**src/rtl/uart_tx_frame.sv**
```systemverilog
// ---------------------------------------------------------------------------
// uart_tx_frame
// Parametrised UART transmitter. Serialises a WIDTH-bit word LSB first,
// framed by one start bit and STOP_BITS stop bits. Each bit lasts DIV
// ref_clk cycles. A level-sensitive send/done handshake lets a source chain
// frames back to back with no idle gap.
//
// Optional build macro: UART_TX_PARITY_EN
//   Defined   : a parity bit (PARITY 1 = even, 2 = odd) is inserted between
//               the last data bit and the first stop bit.
//   Undefined : no parity logic; PARITY is ignored.
//
// Ports:
//   ref_clk  in   system clock, all logic on its rising edge
//   reset    in   synchronous active-high reset
//   send     in   level request to start a frame
//   in       in   WIDTH-bit data word, sampled only when a frame starts
//   done     out  high for the whole final stop-bit period
//   busy     out  high from frame start through the last stop-bit cycle
//   out      out  registered serial line
// ---------------------------------------------------------------------------
module uart_tx_frame #(
   parameter int unsigned WIDTH     = 8,
   parameter int unsigned DIV       = 1,
   parameter int unsigned STOP_BITS = 1,
   parameter int unsigned INVERT    = 1,
   parameter int unsigned PARITY    = 0
) (
   input  logic             ref_clk,
   input  logic             reset,
   input  logic             send,
   input  logic [WIDTH-1:0] in,
   output logic             done,
   output logic             busy,
   output logic             out
);

   localparam int unsigned DIV_W = (DIV > 1) ? $clog2(DIV) : 1;
   localparam int unsigned CNT_W = $clog2(WIDTH + 1);

   localparam logic [DIV_W-1:0] DIV_LAST  = DIV_W'(DIV - 1);
   localparam logic [CNT_W-1:0] WORD_LAST = CNT_W'(WIDTH - 1);
   localparam logic [CNT_W-1:0] STOP_LAST = CNT_W'(STOP_BITS - 1);

   // Line levels; data bits are XOR-ed with ~INVERT, which equals the idle level.
   localparam logic IDLE_LVL  = (INVERT == 0) ? 1'b1 : 1'b0;
   localparam logic START_LVL = ~IDLE_LVL;
   localparam logic STOP_LVL  = IDLE_LVL;
   localparam logic DATA_XOR  = IDLE_LVL;

   // Elaboration-time parameter legality checks.
   if (WIDTH < 5 || WIDTH > 16) begin : g_bad_width
      $error("uart_tx_frame: WIDTH must be in 5..16");
   end
   if (DIV < 1) begin : g_bad_div
      $error("uart_tx_frame: DIV must be >= 1");
   end
   if (STOP_BITS < 1 || STOP_BITS > 2) begin : g_bad_stop
      $error("uart_tx_frame: STOP_BITS must be 1 or 2");
   end
   if (PARITY > 2) begin : g_bad_parity
      $error("uart_tx_frame: PARITY must be 0, 1 or 2");
   end
   if (INVERT > 1) begin : g_bad_invert
      $error("uart_tx_frame: INVERT must be 0 or 1");
   end

   typedef enum logic [2:0] {
      S_IDLE   = 3'd0,
      S_START  = 3'd1,
      S_DATA   = 3'd2,
      S_PARITY = 3'd3,
      S_STOP   = 3'd4
   } state_t;

   state_t           state_q, state_d;
   logic [DIV_W-1:0] div_q,   div_d;
   logic [CNT_W-1:0] cnt_q,   cnt_d;
   logic [WIDTH-1:0] shift_q, shift_d;
   logic             out_q,   out_d;
   logic             done_q,  done_d;
   logic             busy_q,  busy_d;

`ifdef UART_TX_PARITY_EN
   localparam bit PAR_ON = (PARITY == 1) || (PARITY == 2);
   logic             parity_q, parity_d;
`endif

   logic             bit_end;
   logic             load;
   logic             stop_entry;

   // State register.
   always_ff @(posedge ref_clk) begin
      if (reset) begin
         state_q  <= S_IDLE;
         div_q    <= '0;
         cnt_q    <= '0;
         shift_q  <= '0;
         out_q    <= IDLE_LVL;
         done_q   <= 1'b0;
         busy_q   <= 1'b0;
`ifdef UART_TX_PARITY_EN
         parity_q <= 1'b0;
`endif
      end else begin
         state_q  <= state_d;
         div_q    <= div_d;
         cnt_q    <= cnt_d;
         shift_q  <= shift_d;
         out_q    <= out_d;
         done_q   <= done_d;
         busy_q   <= busy_d;
`ifdef UART_TX_PARITY_EN
         parity_q <= parity_d;
`endif
      end
   end

   // Next-state and registered-output logic.
   always_comb begin
      state_d    = state_q;
      div_d      = div_q;
      cnt_d      = cnt_q;
      shift_d    = shift_q;
      out_d      = out_q;
      done_d     = done_q;
      busy_d     = busy_q;
`ifdef UART_TX_PARITY_EN
      parity_d   = parity_q;
`endif
      load       = 1'b0;
      stop_entry = 1'b0;
      bit_end    = (div_q == DIV_LAST);

      // Bit-period divider free-runs 0..DIV-1 while a frame is active.
      if (state_q != S_IDLE) begin
         div_d = bit_end ? '0 : div_q + DIV_W'(1);
      end

      case (state_q)
         S_IDLE: begin
            out_d  = IDLE_LVL;
            done_d = 1'b0;
            busy_d = 1'b0;
            div_d  = '0;
            cnt_d  = '0;
            load   = send;
         end

         S_START: begin
            if (bit_end) begin
               state_d = S_DATA;
               cnt_d   = '0;
               out_d   = shift_q[0] ^ DATA_XOR;
               shift_d = shift_q >> 1;
            end
         end

         S_DATA: begin
            if (bit_end) begin
               if (cnt_q == WORD_LAST) begin
`ifdef UART_TX_PARITY_EN
                  if (PAR_ON) begin
                     state_d = S_PARITY;
                     out_d   = parity_q ^ DATA_XOR;
                  end else begin
                     stop_entry = 1'b1;
                  end
`else
                  stop_entry = 1'b1;
`endif
               end else begin
                  cnt_d   = cnt_q + CNT_W'(1);
                  out_d   = shift_q[0] ^ DATA_XOR;
                  shift_d = shift_q >> 1;
               end
            end
         end

`ifdef UART_TX_PARITY_EN
         S_PARITY: begin
            if (bit_end) begin
               stop_entry = 1'b1;
            end
         end
`endif

         S_STOP: begin
            if (bit_end) begin
               if (cnt_q == STOP_LAST) begin
                  // End of frame: chain straight into the next start bit if requested.
                  if (send) begin
                     load = 1'b1;
                  end else begin
                     state_d = S_IDLE;
                     out_d   = IDLE_LVL;
                     busy_d  = 1'b0;
                     done_d  = 1'b0;
                     cnt_d   = '0;
                  end
               end else begin
                  // Entering the last of two stop bits.
                  cnt_d  = cnt_q + CNT_W'(1);
                  done_d = 1'b1;
               end
            end
         end

         default: begin
            state_d = S_IDLE;
         end
      endcase

      if (stop_entry) begin
         state_d = S_STOP;
         cnt_d   = '0;
         out_d   = STOP_LVL;
         done_d  = (STOP_BITS == 1);
      end

      // Frame start: latch the word and drive the start bit on this edge.
      if (load) begin
         state_d  = S_START;
         shift_d  = in;
         out_d    = START_LVL;
         busy_d   = 1'b1;
         done_d   = 1'b0;
         div_d    = '0;
         cnt_d    = '0;
`ifdef UART_TX_PARITY_EN
         parity_d = (PARITY == 2) ? ~(^in) : (^in);
`endif
      end
   end

   assign out  = out_q;
   assign done = done_q;
   assign busy = busy_q;

endmodule

```
**config.mk**
```make
export PLATFORM = sky130hd
export DESIGN_NAME = uart_tx_frame
export DESIGN_NICKNAME = d
export VERILOG_FILES = /design/src/rtl/uart_tx_frame.sv
export SDC_FILE = /design/constraint.sdc
export NUM_CORES = 1
export LEC_CHECK = 0
export ABC_AREA = 1
export ABC_CLOCK_PERIOD_IN_PS = 1600
export CORE_AREA = 2 2 66 56
export CTS_CLUSTER_DIAMETER = 40
export DETAILED_ROUTE_END_ITERATION = 16
export DIE_AREA = 0 0 68 58
export GPL_TIMING_DRIVEN = 0
export SLEW_MARGIN = 20
export SYNTH_ARGS = -nofsm -noshare
export SYNTH_HDL_FRONTEND = slang
export SYNTH_SLANG_ARGS = --single-unit
```
**constraint.sdc**
```tcl
create_clock -name ref_clk -period 1.6 [get_ports ref_clk]
set_input_delay 0.24 -clock ref_clk [delete_from_list [all_inputs] [get_ports ref_clk]]
set_output_delay 0.24 -clock ref_clk [all_outputs]
set_load 0.005 [all_outputs]
```
==> flow_metrics.tcl <==
# place-and-route summary
set metrics [dict create \
    internal_power_w 0.0008080 \
    post-place-ws_ns -0.1276 \
    holdCritPathClass "flip-flop to flip-flop" \
    p_seq_share_pct 44.3 \
    hold_depth 2 \
    dp_hpwl_um 1742 \
    worstSetupStartpointType "flip-flop" \
    slowest_stage "dfxtp_4" \
    finalSetupTns_ns 0 \
    finalSetupViolCount 0 \
    edf_count 0 \
    mostFrequentLayoutCells "53 x nand2_1, 24 x nor2_1, 20 x nand3_1" \
    first_pass_iters 4 \
    cts_root_buf "clkbuf_8" \
    logic_area_um2 658.1 \
    crit_required_ns 1.79 \
    ys_cells 168 \
    io_pins 14 \
    numClockSinks 18 \
    drc 0 \
    cp_max_fo 10 \
    power_frac_comb_pct 22.2 \
    finalNonFillerCells 229 \
    status "completed" \
    synth_nets 181 \
    grt.met1_usage_pct 20.31 \
    min_to "busy" \
    ys_seq_share_pct 32.73 \
    ys.flops 18 \
    synthDistinctLibCells 24 \
    ys_chip_area_mm2 0.001101 \
    initialDrtViolationCount 28 \
    worstSetupEndpointType "flip-flop" \
    ant_nets 0 \
    grt_pass1_wl_um 4167 \
    area_growth_pct 25.80 \
    io_buffers 13 \
    grt_use_total_pct 14.12 \
    layout_setup_ws_ns 0.1331 \
    die_w_um 68 \
    clk_latency_ns 0.25 \
    die-area_mm2 0.003944 \
    grt_pass1_vias 912 \
    yosysWarnings 0 \
    p_clk_share_pct 33.5 \
    antenna_found_initial 0 \
    maxClockFrequency_mhz 681.7 \
    leakagePower_nw 0.6411 \
    nets 201 \
    hold_ws_ns 0.4617 \
    via_per_inst 4.541 \
    maxSlewHeadroom_pct 77.76 \
    crit_type "flip-flop to flip-flop" \
    maxCapViolCount 0 \
    num_antenna_cells 0 \
    core_area_mm2 0.003281 \
    p_per_area_mw_per_mm2 805.7 \
    hold_violations 0 \
    warnings 27 \
    switching_share_pct 27.59 \
    min-delay-start "busy" \
    reg2reg_depth 10 \
    r2r-start "cnt_q[0]" \
    synthArstFlopShare_pct 0 \
    tritoncts "done" \
    avgSynthCellArea_um2 6.554 \
    die_h_um 58 \
    worst_pin_slew_ns 0.3323 \
    top_usage_layer "met1" \
    syn_inst 168 \
    cp.arrival_ns 1.66 \
]
[cells in the mapped netlist, types with 2 or more instances]
cell type,count,area [um2]
nand2_1,53,198.9
nor2_1,25,93.84
nand3_1,20,100.1
dfxtp_1,18,360.4
inv_1,15,56.30
a21oi_1,7,35.03
nand2_4,4,45.04
buf_6,3,33.78
inv_2,3,11.26
ha_1,2,25.02
nand3_2,2,20.02
nand4_1,2,12.51
nor2_2,2,12.51
o21ai_1,2,10.01
[what timing repair did]
action	CTS	global route
pin swaps	0	1
resized	1	8
setup buffers	0	2
setup endpoints to repair	8	15
hold buffers	0	0
[final cells by class]
cell class	count	share of cell area [%]
multi-input combinational	128	47.52
timing repair buffer	15	10.48
clock buffer	4	3.975
sequential	18	26.38
buffer	3	2.710
tap	42	3.794
inverter	19	5.149
[power by group through the flow]
| stage | logic, W | clock network, W | registers [W] |
|---|---|---|---|
| finish | 0.000248 | 0.000374 | 0.000495 |
| global route | 0.000279 | 0.000407 | 0.000499 |
| CTS | 0.000243 | 0.000389 | 0.000495 |
| detailed placement | 0.000242 | 0 | 0.000505 |
| global placement | 0.000242 | 0 | 0.000506 |
| floorplan | 0.000173 | 0 | 0.000503 |
[critical path: cells and delay by family (launching register included)]
kind	cells	cell delay, ns
buf+inv	2	0.20
simple gates	7	0.62
flops	1	0.37
fa+ha+maj	1	0.20
[worst max path at each step]
stage	start	to	slack (ns)	depth (start not counted)
detailed placement	send	cnt_q[1]	-0.13	9
global placement	send	cnt_q[1]	-0.15	9
floorplan	cnt_q[0]	shift_q[0]	0.20	10
finish	cnt_q[0]	shift_q[0]	0.13	10
CTS	cnt_q[1]	shift_q[0]	0.02	10
global route	cnt_q[0]	shift_q[0]	0.005	10
[state kept, by name, summed over array words and instances, names as in the netlist]
name     cells
busy         1
cnt_q        4
done         1
out          1
shift_q      8
state_q      3
[kinds of logic after synthesis]
family	after synthesis	share of synthesized area [%]
simple gates	112	48.07
buf+inv	22	9.544
compound gates	13	6.591
flops	18	32.73
fa+ha+maj	2	2.272
xor+xnor	1	0.7956
[routing by layer]
layer,vias to the layer above,part of all wire (%)
li1,562,-
met1,446,51
met2,30,42
met3,2,6.6
met4,0,1.0
met5,-,0
[through the flow]
stage	area, um2	util, %
after floorplan	1101	-
after CTS	1340	40.85
after global routing	1385	42.22
after detailed placement	1284	39.13
final	1385	42.22
after global placement	1284	39.13
Figure 1. Metal 3.
(6 px per um)
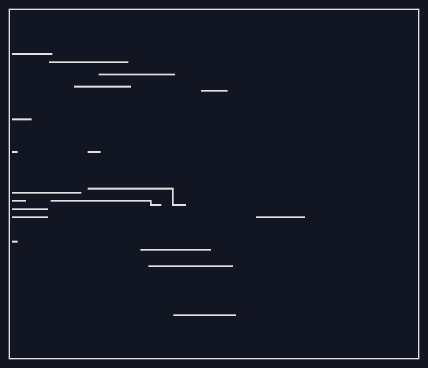
The layer holds 6.6% of the routed length. 17 nets have wire on it.
GR Util met3: 4.272%
final WL: 2382 um
via count: 1040

Figure 2. Signal wires by layer.
(4 px per um)
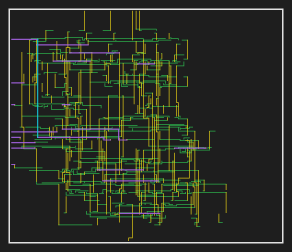
Green marks met1, wire length 1210 um. Yellow marks met2, wire length 992 um. Cyan marks met4, wire length 24.5 um. Purple marks met3, wire length 157 um.

Figure 3. Clock wiring as the flow saved it.
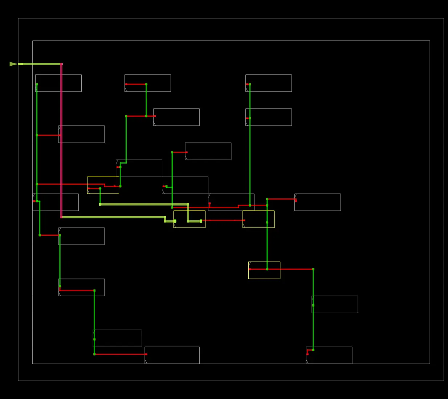
Clock Power: 0.000374 W
final setup skew: 0.001928 ns
clkbuf count: 4

Figure 4. Gate families picked out.
(4 px per um)
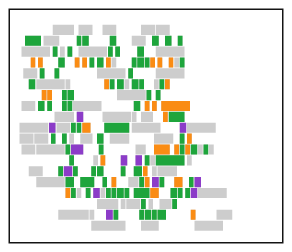
Purple marks inverting AOI/OAI gates, cells 12. Orange marks NOR gates, cells 29. Green marks NAND gates, cells 82.
Commonest Layout Cell: nand2_1
logic share of the area: 47.52%

No activity file was given, so power comes from the tool's default toggle rates.
